==> images/pdn.png <==
Scale bar: 20 microns. Pins as bars on the die edge.
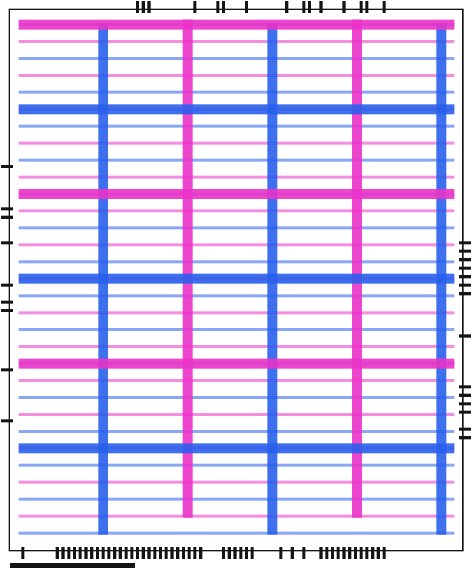
==> images/cell_classes.png <==
Scale bar: 20 microns.
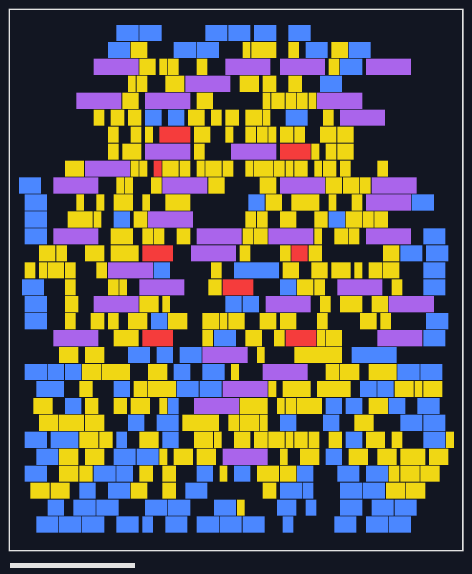
==> images/clock_map.png <==
Scale bar: 20 microns.
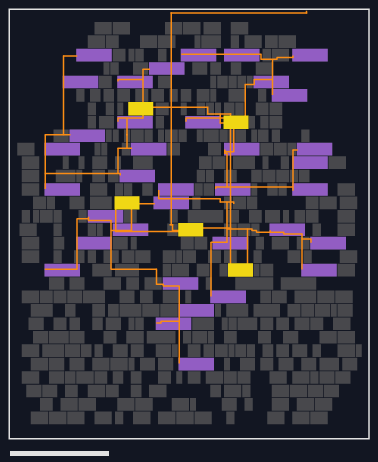
==> images/metal_stack.png <==
Only two layers are drawn.
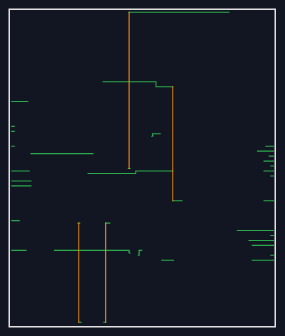
==> images/final_placement.png <==
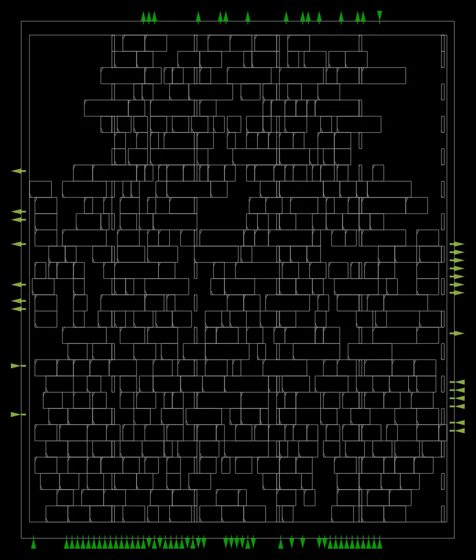
## config.mk

```make
export PLATFORM = sky130hd
export DESIGN_NAME = hazard_unit_mc
export DESIGN_NICKNAME = d
export VERILOG_FILES = /design/src/rtl/hazard_unit_mc.sv
export SDC_FILE = /design/constraint.sdc
export NUM_CORES = 1
export LEC_CHECK = 0
export CAP_MARGIN = 5
export CORE_ASPECT_RATIO = 1.2
export CORE_UTILIZATION = 40
export CTS_BUF_LIST = sky130_fd_sc_hd__clkbuf_8
export CTS_CLUSTER_SIZE = 25
export DETAILED_ROUTE_END_ITERATION = 6
export PLACE_DENSITY = 0.73
export SYNTH_ARGS = -nofsm -noshare
export SYNTH_HDL_FRONTEND = slang
export SYNTH_SLANG_ARGS = --single-unit
```

## constraint.sdc

```tcl
create_clock -name clk -period 2.8 [get_ports clk]
set_input_delay 0.56 -clock clk [delete_from_list [all_inputs] [get_ports clk]]
set_output_delay 0.56 -clock clk [all_outputs]
set_load 0.02 [all_outputs]
```

## src/rtl/hazard_unit_mc.sv

```systemverilog
// Hazard controller for the 5-stage core: operand forwarding, load-use bubbles,
// multi-cycle MUL/DIV hold and a saturating stall-cycle counter.
module hazard_unit_mc #(
  parameter int unsigned REG_AW     = 5,
  parameter int unsigned MD_LATENCY = 4,
  parameter int unsigned LU_CYCLES  = 1,
  parameter int unsigned CNT_W      = 32
) (
  input  logic              clk,
  input  logic              rst,
  input  logic [REG_AW-1:0] rs1D,
  input  logic [REG_AW-1:0] rs2D,
  input  logic [REG_AW-1:0] rs1E,
  input  logic [REG_AW-1:0] rs2E,
  input  logic [REG_AW-1:0] rdE,
  input  logic [REG_AW-1:0] rdM,
  input  logic [REG_AW-1:0] rdW,
  input  logic              reg_writeM,
  input  logic              reg_writeW,
  input  logic [1:0]        result_srcE,
  input  logic              pc_srcE,
  input  logic              md_startE,
  output logic              stallF,
  output logic              stallD,
  output logic              stallE,
  output logic              flushD,
  output logic              flushE,
  output logic              flushM,
  output logic [1:0]        forwardAE,
  output logic [1:0]        forwardBE,
  output logic              md_busy,
  output logic [CNT_W-1:0]  stall_cycles
);

  // md_cnt holds at most MD_LATENCY-2, lu_cnt at most LU_CYCLES-1.
  localparam int unsigned MdW = (MD_LATENCY > 2) ? $clog2(MD_LATENCY - 1) : 1;
  localparam int unsigned LuW = (LU_CYCLES > 2) ? $clog2(LU_CYCLES) : 1;

  typedef enum logic {MdIdle, MdBusy} md_state_e;

  md_state_e        md_state_q;
  logic [MdW-1:0]   md_cnt_q;
  logic [LuW-1:0]   lu_cnt_q;
  logic [CNT_W-1:0] stall_cycles_q;

  logic lw_haz;
  logic md_hold;
  logic lu_hold;
  logic unused_res_hi;

  assign unused_res_hi = result_srcE[1];
  assign md_busy       = (md_state_q == MdBusy);
  assign stall_cycles  = stall_cycles_q;

  always_comb begin
    lw_haz  = result_srcE[0] && (rdE != '0) && ((rdE == rs1D) || (rdE == rs2D));
    md_hold = ((md_state_q == MdIdle) && md_startE && (MD_LATENCY > 1)) ||
              ((md_state_q == MdBusy) && (md_cnt_q != '0));
    lu_hold = (lu_cnt_q != '0) || (lw_haz && !md_hold && !pc_srcE);

    forwardAE = 2'b00;
    forwardBE = 2'b00;
    stallF    = 1'b0;
    stallD    = 1'b0;
    stallE    = 1'b0;
    flushD    = 1'b0;
    flushE    = 1'b0;
    flushM    = 1'b0;

    if (!rst) begin
      if ((rs1E == rdM) && reg_writeM && (rs1E != '0)) begin
        forwardAE = 2'b10;
      end else if ((rs1E == rdW) && reg_writeW && (rs1E != '0)) begin
        forwardAE = 2'b01;
      end
      if ((rs2E == rdM) && reg_writeM && (rs2E != '0)) begin
        forwardBE = 2'b10;
      end else if ((rs2E == rdW) && reg_writeW && (rs2E != '0)) begin
        forwardBE = 2'b01;
      end

      // The MUL/DIV op must stay in E, so M gets the bubble instead of E.
      if (md_hold) begin
        stallF = 1'b1;
        stallD = 1'b1;
        stallE = 1'b1;
        flushM = 1'b1;
      end else if (pc_srcE) begin
        flushD = 1'b1;
        flushE = 1'b1;
      end else if (lu_hold) begin
        stallF = 1'b1;
        stallD = 1'b1;
        flushE = 1'b1;
      end
    end
  end

  always_ff @(posedge clk) begin
    if (rst) begin
      md_state_q     <= MdIdle;
      md_cnt_q       <= '0;
      lu_cnt_q       <= '0;
      stall_cycles_q <= '0;
    end else begin
      unique case (md_state_q)
        MdIdle: begin
          if (md_startE && (MD_LATENCY > 1)) begin
            md_state_q <= MdBusy;
            md_cnt_q   <= MdW'(MD_LATENCY - 2);
          end
        end
        MdBusy: begin
          if (md_cnt_q != '0) begin
            md_cnt_q <= md_cnt_q - 1'b1;
          end else begin
            md_state_q <= MdIdle;
          end
        end
        default: md_state_q <= MdIdle;
      endcase

      // A taken branch squashes any pending load-use bubbles.
      if (pc_srcE && !md_hold) begin
        lu_cnt_q <= '0;
      end else if (lu_cnt_q != '0) begin
        lu_cnt_q <= lu_cnt_q - 1'b1;
      end else if (lw_haz && !md_hold) begin
        lu_cnt_q <= LuW'(LU_CYCLES - 1);
      end

      if (stallF && (stall_cycles_q != '1)) begin
        stall_cycles_q <= stall_cycles_q + CNT_W'(1);
      end
    end
  end

endmodule

```

==> flow_summary.toml <==
# implementation run metrics
[status]
outcome = "finished clean"

[floorplanning]
taps = 80
die_area_sq_um = 6286
die_h_microns = 86.65
die_w_microns = 72.54
fp_util_pct = 41.86

[detailed_routing]
viasPerCell = 5.438
drt_iter0_drc = 89
vias = 2610
drtPass1Iterations = 5
route.detailed.drc = 0
routed_wl_microns = 6513
wire_per_inst_microns = 13.57

[final_layout]
utilization_pct = 63.14
multi_input_comb_cells = 232
largest_cell_class = "combinational gates"
num-nonclk-inverters = 5
sh_comb_area_pct = 43.49
seq_area_sq_um = 720.7
syn2layout_area_growth_pct = 50.81
antennaDiodeCount = 0
instances_no_fill = 480
lay_top_count = "clkdlybuf4s50_1"
finalInstanceArea_sq_um = 3602
nClkBuffers = 6
fin_nets = 444

[setup_path]
timing.critical_path.cells = "clkdlybuf4s50_1, or4_4, nor2_4, nor4_2, nor4_1, buf_2"
cp.arrival_ns = 2.19
regToRegEndpoint = "stall_cycles[29]"
cp_slowest_cell = "or4_4"
r2r_cells = 10
crit_path_max_incr_delay_ns = 0.51
critical_path.max_fanout = 2
path_buffers = 2
cp.depth = 6
cp-end-kind = "output pin"
criticalPathCategory = "in -> out"
startpoint = "rs1E[1]"
cp-start-kind = "input port"
cp_top_family = "simple AND/OR/NAND/NOR gates"

[power_and_ir_drop]
powerDensity_nw_per_um2 = 337.3
power_mw = 1.215

[synthesis]
syn-cell-area_sq_um = 2389
avgSynthCellArea_sq_um = 8.294
yosysChipArea_sq_um = 2389
synth_flop_count = 36
ff_type = "dfxtp_1"
post-synth-top-area-fraction_pct = 30.17
yosysWarnings = 0
synth_seq_share_pct = 30.17
synth.distinct_cells = 56
synth-async-reset-ratio_pct = 0
synth_nets = 333
edf_count = 0
synthesis.instances = 288
yosysTopAreaCell = "dfxtp_1"

[clock_tree]
holdBufCountCts = 0
cts_buffers = 5
clock_sinks = 36
clockRootBuffer = "clkbuf_8"
cts-resized-gates = 28
htreeDepth = 2
clockBufferDepth = 2
cts_tree = "built"

[place]
gp_congestion = 0.8631
place_hpwl_microns = 5040
dpl_worst_slack_ns = -0.4548

[timing]
tns_ns = 0
finalHoldViolCount = 0
hold_ws_ns = 0.4853
period_needed_ns = 2.747
maxSlewViolCount = 0
rsz0062_at_grt = "false"
fmax_ghz = 0.3640
setup_ws_ns = 0.05276

[worst_hold_path]
hold_end = "md_cnt_q[1]"
min_from = "md_cnt_q[1]"
hold_path_class = "reg -> reg"
whs_path_depth = 2

[global_route]
grt_pass1_wl_microns = 10670
overflow = 0
grt.total_usage_pct = 21.35
antenna_found_initial = 0
grt_pass1_vias = 2472

[flow_run]
tool_warnings = 27
Back to the opening pictures, pdn.png:
legend:
  VSS:
    colour: blue
  VDD:
    colour: magenta
met5 straps: 6
met1 rails: 31
signal pins: 86

Back to the opening pictures, cell_classes.png:
legend:
  other buffers and delay cells:
    colour: blue
    cells: 119
    share_of_their_area: 31%
  clock drivers and dummy loads:
    colour: red
    cells: 8
    share_of_their_area: 2.7%
  flip-flops:
    colour: purple
    cells: 36
    share_of_their_area: 21%
  all other logic:
    colour: yellow
    cells: 237
    share_of_their_area: 45%

Back to the opening pictures, clock_map.png:
legend:
  flip-flops:
    colour: purple
    count: 36
  cells driving clock nets:
    colour: yellow
    count: 5
  clock wires:
    colour: orange
    length: 512 microns
routed clock nets: 6
clk_lat worst skew: 0.30 ns
Clk pwr share: 32.3%
Worst Skew: 0.006741 ns

Back to the opening pictures, metal_stack.png:
legend:
  met4:
    colour: orange
    wire_length: 129 microns
  met3:
    colour: green
    wire_length: 198 microns

Back to the opening pictures, final_placement.png:
flop share of the area: 20.01%
core area: 5705 sq um

-- metal layers --
layer  global-route usage [%]  share of wire (%)
met3                    3.837                3.0
met4                    6.952                2.0
met1                    23.68                 41
met5                        0                  0
met2                    40.36                 54
-- cell families after synthesis --
family / Yosys count / synth area share (%)
AND-OR/OR-AND: 68 / 18.54
XOR/XNOR: 31 / 11.37
adder cells (fa/ha/maj): 2 / 1.048
buffers and inverters: 20 / 6.076
flip-flops: 36 / 30.17
multiplexers: 3 / 1.362
other: 1 / 0.1570
AND/OR/NAND/NOR: 127 / 31.27
-- power breakdown --
| group | switching, mW | internal (mW) | total [mW] | leakage [nW] |
|---|---|---|---|---|
| registers | 0.00787 | 0.519 | 0.526 | 0.291 |
| logic | 0.130 | 0.166 | 0.296 | 0.874 |
| clock network | 0.196 | 0.196 | 0.392 | 0.0486 |
No activity file was given, so power comes from the tool's default toggle rates.
